### Routed metal per tile, run 1

Drawn at 2 px/um. The die is cut into 30 by 24 equal tiles; dark purple is low, yellow is high, scaled to the fullest tile. Values are wire area over tile area, all layers added.
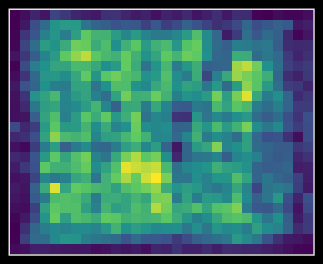
### Metal layers overlaid, run 1

Drawn at 2 px/um. Two of the layers only.
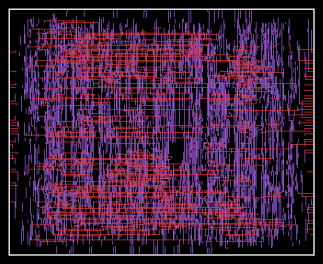
### Cell placement, run 1

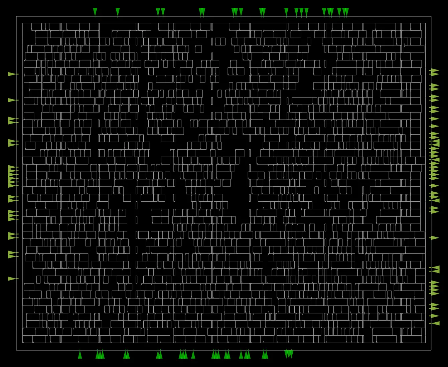
### config.mk
export PLATFORM = sky130hd
export DESIGN_NAME = alu_exec_unit
export DESIGN_NICKNAME = d
export VERILOG_FILES = /design/src/rtl/alu_exec_unit.sv
export SDC_FILE = /design/constraint.sdc
export NUM_CORES = 1
export LEC_CHECK = 0
export CAP_MARGIN = 20
export CORE_ASPECT_RATIO = 0.8
export CORE_MARGIN = 2
export CORE_UTILIZATION = 55
export CTS_BUF_LIST = sky130_fd_sc_hd__clkbuf_4
export DETAILED_ROUTE_END_ITERATION = 6
export GPL_TIMING_DRIVEN = 0
export PLACE_DENSITY = 0.78
export SYNTH_ARGS = -nofsm -noshare
export SYNTH_HDL_FRONTEND = slang
export SYNTH_SLANG_ARGS = --single-unit
### constraint.sdc
create_clock -name clk -period 5.35 [get_ports clk]
set_input_delay 1.07 -clock clk [delete_from_list [all_inputs] [get_ports clk]]
set_output_delay 1.07 -clock clk [all_outputs]
set_load 0.02 [all_outputs]
### src/rtl/alu_exec_unit.sv
// alu_exec_unit: execute-stage ALU with valid/ready handshakes on both sides.
// Logical, arithmetic and compare ops take one cycle. Shifts take one cycle
// per bit of shift amount.
// Ports:
//   clk, reset      - rising-edge clock, synchronous active-high reset
//   in_valid/ready  - input handshake; accept happens only in IDLE
//   operation, a, b - 4-bit op code and operands; b[SHW-1:0] is the shift amount
//   out_valid/ready - output handshake; the result is held while out_ready=0
//   result, zero    - registered result and result==0 flag
//   illegal         - set with out_valid when the accepted op code was illegal
module alu_exec_unit #(
  parameter int unsigned XLEN = 32,
  parameter int unsigned SHW  = 5
) (
  input  logic            clk,
  input  logic            reset,
  input  logic            in_valid,
  output logic            in_ready,
  input  logic [3:0]      operation,
  input  logic [XLEN-1:0] a,
  input  logic [XLEN-1:0] b,
  output logic            out_valid,
  input  logic            out_ready,
  output logic [XLEN-1:0] result,
  output logic            zero,
  output logic            illegal
);

  localparam logic [3:0] OP_AND  = 4'd0;
  localparam logic [3:0] OP_OR   = 4'd1;
  localparam logic [3:0] OP_ADD  = 4'd2;
  localparam logic [3:0] OP_XOR  = 4'd3;
  localparam logic [3:0] OP_SLTU = 4'd4;
  localparam logic [3:0] OP_SUB  = 4'd6;
  localparam logic [3:0] OP_SLT  = 4'd7;
  localparam logic [3:0] OP_SLL  = 4'd8;
  localparam logic [3:0] OP_SRL  = 4'd9;
  localparam logic [3:0] OP_SRA  = 4'd10;

  typedef enum logic [1:0] {
    S_IDLE  = 2'd0,
    S_SHIFT = 2'd1,
    S_DONE  = 2'd2
  } state_e;

  state_e          state_q;
  logic            in_ready_q;
  logic            out_valid_q;
  logic [XLEN-1:0] result_q;
  logic            zero_q;
  logic            illegal_q;
  logic [XLEN-1:0] acc_q;
  logic [SHW-1:0]  cnt_q;
  logic [3:0]      op_q;

  logic [XLEN-1:0] alu_c;
  logic            legal_c;
  logic            is_shift_c;
  logic [SHW-1:0]  shamt_c;
  logic [XLEN-1:0] shift_step_c;

  assign shamt_c = b[SHW-1:0];

  // Single-cycle result; for shift codes this is the amount-0 result (a itself).
  always_comb begin
    alu_c      = '0;
    legal_c    = 1'b1;
    is_shift_c = 1'b0;
    case (operation)
      OP_AND:  alu_c = a & b;
      OP_OR:   alu_c = a | b;
      OP_ADD:  alu_c = a + b;
      OP_XOR:  alu_c = a ^ b;
      OP_SLTU: alu_c = XLEN'(a < b);
      OP_SUB:  alu_c = a - b;
      OP_SLT:  alu_c = XLEN'($signed(a) < $signed(b));
      OP_SLL, OP_SRL, OP_SRA: begin
        alu_c      = a;
        is_shift_c = 1'b1;
      end
      default: legal_c = 1'b0;
    endcase
  end

  // One-bit shift of the accumulator for the captured shift kind.
  always_comb begin
    shift_step_c = '0;
    case (op_q)
      OP_SLL:  shift_step_c = {acc_q[XLEN-2:0], 1'b0};
      OP_SRL:  shift_step_c = {1'b0, acc_q[XLEN-1:1]};
      default: shift_step_c = {acc_q[XLEN-1], acc_q[XLEN-1:1]};
    endcase
  end

  // Control FSM and all registered outputs.
  always_ff @(posedge clk) begin
    if (reset) begin
      state_q     <= S_IDLE;
      in_ready_q  <= 1'b1;
      out_valid_q <= 1'b0;
      result_q    <= '0;
      zero_q      <= 1'b1;
      illegal_q   <= 1'b0;
      acc_q       <= '0;
      cnt_q       <= '0;
      op_q        <= '0;
    end else begin
      case (state_q)
        S_IDLE: begin
          if (in_valid) begin
            in_ready_q <= 1'b0;
            if (is_shift_c && (shamt_c != '0)) begin
              acc_q   <= a;
              cnt_q   <= shamt_c;
              op_q    <= operation;
              state_q <= S_SHIFT;
            end else begin
              result_q    <= legal_c ? alu_c : '0;
              zero_q      <= legal_c ? (alu_c == '0) : 1'b1;
              illegal_q   <= ~legal_c;
              out_valid_q <= 1'b1;
              state_q     <= S_DONE;
            end
          end
        end
        S_SHIFT: begin
          acc_q <= shift_step_c;
          cnt_q <= cnt_q - SHW'(1);
          // Last step writes straight into result so out_valid lands n+1 after accept.
          if (cnt_q == SHW'(1)) begin
            result_q    <= shift_step_c;
            zero_q      <= (shift_step_c == '0);
            illegal_q   <= 1'b0;
            out_valid_q <= 1'b1;
            state_q     <= S_DONE;
          end
        end
        S_DONE: begin
          if (out_ready) begin
            out_valid_q <= 1'b0;
            in_ready_q  <= 1'b1;
            state_q     <= S_IDLE;
          end
        end
        default: begin
          state_q     <= S_IDLE;
          in_ready_q  <= 1'b1;
          out_valid_q <= 1'b0;
        end
      endcase
    end
  end

  assign in_ready  = in_ready_q;
  assign out_valid = out_valid_q;
  assign result    = result_q;
  assign zero      = zero_q;
  assign illegal   = illegal_q;

endmodule

==> flow.log, run 1 <==
[flow] final metrics
INFO  metric critical_path.max_fanout = 9
INFO  metric gr-usage-met2 = 62.4%
INFO  metric lay_top_cells = sky130_fd_sc_hd__nand2_1 (188), sky130_fd_sc_hd__a21oi_1 (146), sky130_fd_sc_hd__nor2_1 (110)
INFO  metric placement.io_buffers = 106
INFO  metric synth_top_area_share = about 16%
INFO  metric crit_chain = clkdlybuf4s50_1, inv_1, ha_1, clkbuf_1, inv_1, a21oi_1, o311ai_0, o211ai_1, a31o_2, a221o_1, a211oi_1, nand4b_1, nor4b_2, nand4b_1, o31ai_2
INFO  metric post_synth_most_frequent_cells = sky130_fd_sc_hd__nand2_1 (188), sky130_fd_sc_hd__a21oi_1 (146), sky130_fd_sc_hd__nor2_1 (110), sky130_fd_sc_hd__ha_1 (101), sky130_fd_sc_hd__inv_1 (101)
INFO  metric clock-sinks = 79
INFO  metric ys_cells = 1396
INFO  metric synthesis.nets = approximately 1600
INFO  metric h-tree-depth = 3
INFO  metric ios = 108
INFO  metric worst_ep_arrival_time = 5.67 ns
INFO  metric power.density_cell_area = roughly 190 nW/um2
INFO  metric grt_util_met1 = 60.5%
INFO  metric layout_overhead_on_the_synthesized_area = 16.1%
INFO  metric total_count_of_max_transition_violations_in_the_final_report = 0
INFO  metric placed_cells_incl_taps = 1730
INFO  metric post_drt_via_cell_ratio = 6.89
INFO  metric worstSetupEndpointType = flip-flop
INFO  metric dp_hpwl = 31.9 mm
INFO  metric critPathKind = input port to flip-flop
INFO  metric dpl_worst_slack = -0.398 ns
INFO  metric result_of_the_run = finished, final reports clean
## Picture notes: 'Routed metal per tile'
- fullest tile: 0.94
- nearly empty tiles: 2.1%
- mean over tiles: 0.40
- tiles over half the peak: 40%
gr usage total: 43.1%
total number of vias: 12000
average wire per standard cell: 23.2 um

## Picture notes: 'Metal layers overlaid'
- purple: metal 2 (wire length 16000 um)
- red: metal 3 (wire length 6420 um)
Total Routed Length: 40.5 mm

## Picture notes: 'Cell placement'
row cnt: 43
final cell count without fillers: 1745

[run 1: metal layers]
| layer | wire (um) | vias up | share of wire, % |
|---|---|---|---|
| met4 | 1840 | 0 | 4.5 |
| met1 | 16200 | 5534 | 40 |
| met3 | 6420 | 157 | 16 |
| met2 | 16000 | 981 | 40 |
| li1 | - | 5356 | - |
| met5 | 0 | - | 0 |
[run 1: power by group through the flow]
stage	Clock [mW]	Combinational (mW)	Sequential, mW
after global routing	0.389	1.11	0.661
after floorplan	0	0.596	0.693
after global placement	0	0.982	0.668
after detailed placement	0	0.993	0.669
final	0.365	1.05	0.657
after CTS	0.359	0.997	0.656
[run 1: state kept, by name, indices dropped and copies added (netlist names)]
register / flops
result: 32
op_q: 4
zero: 1
cnt_q: 5
in_ready: 1
state_q: 2
acc_q: 32
illegal: 1
out_valid: 1
[run 1: layout make-up]
type | count | area, um2 | area share [%]
timing repair buffer | 109 | 1080 | 9.74
clock inverter | 6 | 61.3 | 0.551
inverter | 107 | 402 | 3.61
tap | 225 | 282 | 2.53
clock buffer | 10 | 75.1 | 0.674
buffer | 98 | 392 | 3.52
sequential | 79 | 1580 | 14.2
multi-input combinational | 1111 | 7250 | 65.2
[run 1: worst paths after layout]
path | slack (ns) | start | to | cells past startpoint
setup / recovery | 0.06 | a[6] | zero | 15
hold / removal | 0.46 | result[7] | result[7] | 2
setup reg to reg | 1.79 | cnt_q[0] | zero | 12
hold reg to reg | 0.46 | result[7] | result[7] | 2
[run 1: repair_timing]
action	4_1_cts	5_1_grt
resized	0	13
hold buffers	0	0
endpoints found under the setup margin	0	6
[run 1: worst min-delay path: cells and delay by family, from the launching register on]
kind | cells | cell delay (ns)
compound gates | 1 | 0.05
simple gates | 1 | 0.05
flops | 1 | 0.33
==> run 2: changes to the inputs <==
Settings changed: CORE_UTILIZATION 55 to 60, PLACE_DENSITY 0.78 to 0.84.
### Cell placement, run 2

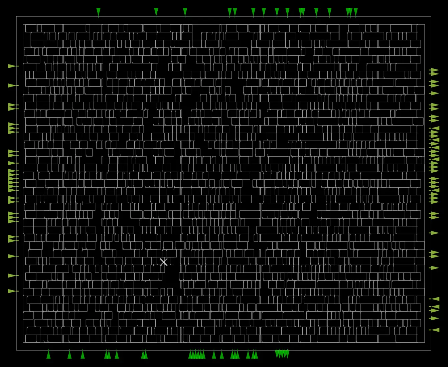
well-tap cell count: 215
core utilization of the finished layout: 71.0%
register fraction of the total cell area: 14.2%

### Zoomed window, run 2

Region (58, 44) to (88, 74) um. Cells in gray, sequential cells in the stronger gray; small squares are vias.
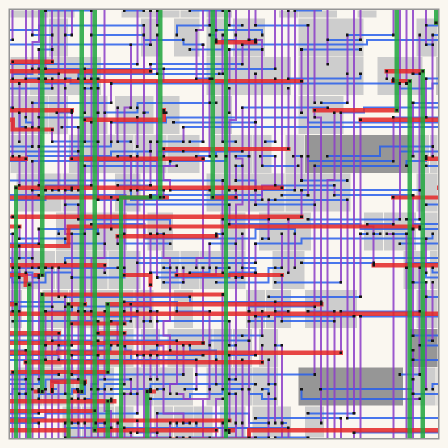
- purple: metal 2
- blue: metal 1
- green: metal 4
- red: metal 3
- sequential cells in the window: 2
- most frequent: nor2_1 (12), nand2_1 (8)
- netlist names of flops here include: acc_q (2)
- cells with their middle in the window: 87

==> run 2 against run 1 <==
Clock power rose by 13%; hold slack improved by 0.0013 ns; via count rose by 0.52%; routed wire length fell by 3.7%; synthesized area did not move; clock-buffer cell count did not move; largest cell class unchanged; power rose by 2.1%; flip-flop count did not move; synthesized cell count did not move; combinational power barely moved; clock skew fell by 0.0043 ns; global-route usage rose by 1.1 points; the flow now finishes with violations (design-rule violations).
==> flow.log, run 2 <==
[flow] final metrics
INFO  metric drc = 4
INFO  metric holdCritStartpoint = result[16]
INFO  metric dpl_worst_slack = -0.469 ns
INFO  metric power.density_cell_area = roughly 190 nW/um2
INFO  metric routed_wire_length_per_instance = about 22 um
INFO  metric placeableCoreArea = 15700 um2
INFO  metric timing.hold.worst.class = flip-flop to flip-flop
INFO  metric worst_hold_path.endpoint = result[16]
INFO  metric failed_checks = design-rule violations
INFO  metric worst_setup_path_endpoint = zero
INFO  metric floorplan.rows = 41
INFO  metric grt_util_all_layers = between 40% and 50%
INFO  metric crit-reg2reg-capture = zero
INFO  metric worstSetupEndpointType = flip-flop
INFO  metric post_synth_most_frequent_cells = sky130_fd_sc_hd__nand2_1 (188), sky130_fd_sc_hd__a21oi_1 (146), sky130_fd_sc_hd__nor2_1 (110), sky130_fd_sc_hd__ha_1 (101), sky130_fd_sc_hd__inv_1 (101)
INFO  metric post_drt_via_cell_ratio = 6.96
INFO  metric power.largest_group = combinational cells
INFO  metric lay_top_cells = sky130_fd_sc_hd__nand2_1 (188), sky130_fd_sc_hd__a21oi_1 (146), sky130_fd_sc_hd__nor2_1 (110)
INFO  metric antenna_cells_inserted = 0
INFO  metric result_of_the_run = finished with violations
INFO  metric dp_hpwl = 30.7 mm
INFO  metric critical_path.max_fanout = 10
INFO  metric setup_viol = 0
INFO  metric layout_overhead_on_the_synthesized_area = 16.3%
INFO  metric whs_path_depth = 2
INFO  metric power_combinational = 1.05 mW
INFO  metric firstDrtPassIters = 7
INFO  metric synthesis.nets = 1571
INFO  metric seq-power = roughly 660 uW
INFO  metric placement.io_buffers = 106
INFO  metric ios = 108
INFO  metric power.clock.total = 413 uW
INFO  metric total_count_of_max_transition_violations_in_the_final_report = 0
INFO  metric ys_cells = 1396
INFO  metric cp-startpoint = operation[0]
INFO  metric clock-sinks = slightly below 80
INFO  metric placed_cells_incl_taps = around 1700
INFO  metric ff2ff_path_depth = 12
INFO  metric grt_start_max_net_pins = 14
INFO  metric dr_total_vias = 12100
INFO  metric reg2reg_from = cnt_q[0]
INFO  metric h-tree-depth = 3
INFO  metric timing.reg2reg.setup_slack = 1.86 ns
INFO  metric layout.cells.non_filler = 1736
INFO  metric critPathKind = input port to flip-flop
run 2: cells by family (layout without fill, tap and decap cells):
group                      after synthesis  after routing
xor gates and xnor gates                 8              8
DFF                                     79             79
AOI/OAI and AO/OA                      490            490
and+or+nand+nor                        500            500
muxes                                   10             10
adders and majority gates              103            103
buffers and inverters                  206            331
run 2: timing repair:
| action | in CTS | in global routing |
|---|---|---|
| setup endpoints to repair | 1 | 4 |
| gates resized | 1 | 12 |
| pin swaps | 0 | 1 |
| buffers inserted | 0 | 1 |
| hold buffers | 0 | 0 |
run 2: layer usage:
| layer | vias to the layer above | share of wire (%) | global-route usage [%] |
|---|---|---|---|
| met2 | 1026 | 40 | 66.0 |
| met1 | 5501 | 39 | 59.4 |
| met5 | - | 0 | 0 |
| li1 | 5364 | - | - |
| met3 | 200 | 16 | 13.3 |
| met4 | 0 | 5.3 | 19.8 |
run 2: layout make-up:
cell class	instances	area, um2	area share (%)
timing repair buffer	109	1080	9.72
buffer	99	394	3.54
clock inverter	6	85.1	0.763
multi-input combinational	1111	7260	65.1
clock buffer	10	75.1	0.673
inverter	107	402	3.60
tap	215	269	2.41
sequential	79	1580	14.2
run 2: worst max-delay path, cell delays in order:
cell	delay (ns)
sky130_fd_sc_hd__clkdlybuf4s50_1	0.51
sky130_fd_sc_hd__clkbuf_1	0.38
sky130_fd_sc_hd__clkinv_1	0.42
sky130_fd_sc_hd__nand3_1	0.50
sky130_fd_sc_hd__clkbuf_1	0.60
sky130_fd_sc_hd__clkbuf_1	0.53
sky130_fd_sc_hd__o21ai_0	0.39
sky130_fd_sc_hd__nor4b_1	0.45
sky130_fd_sc_hd__nand4_1	0.16
sky130_fd_sc_hd__nor4_1	0.21
sky130_fd_sc_hd__nand4b_1	0.19
sky130_fd_sc_hd__o31ai_2	0.25
Power is estimated from default activity; no workload was simulated.
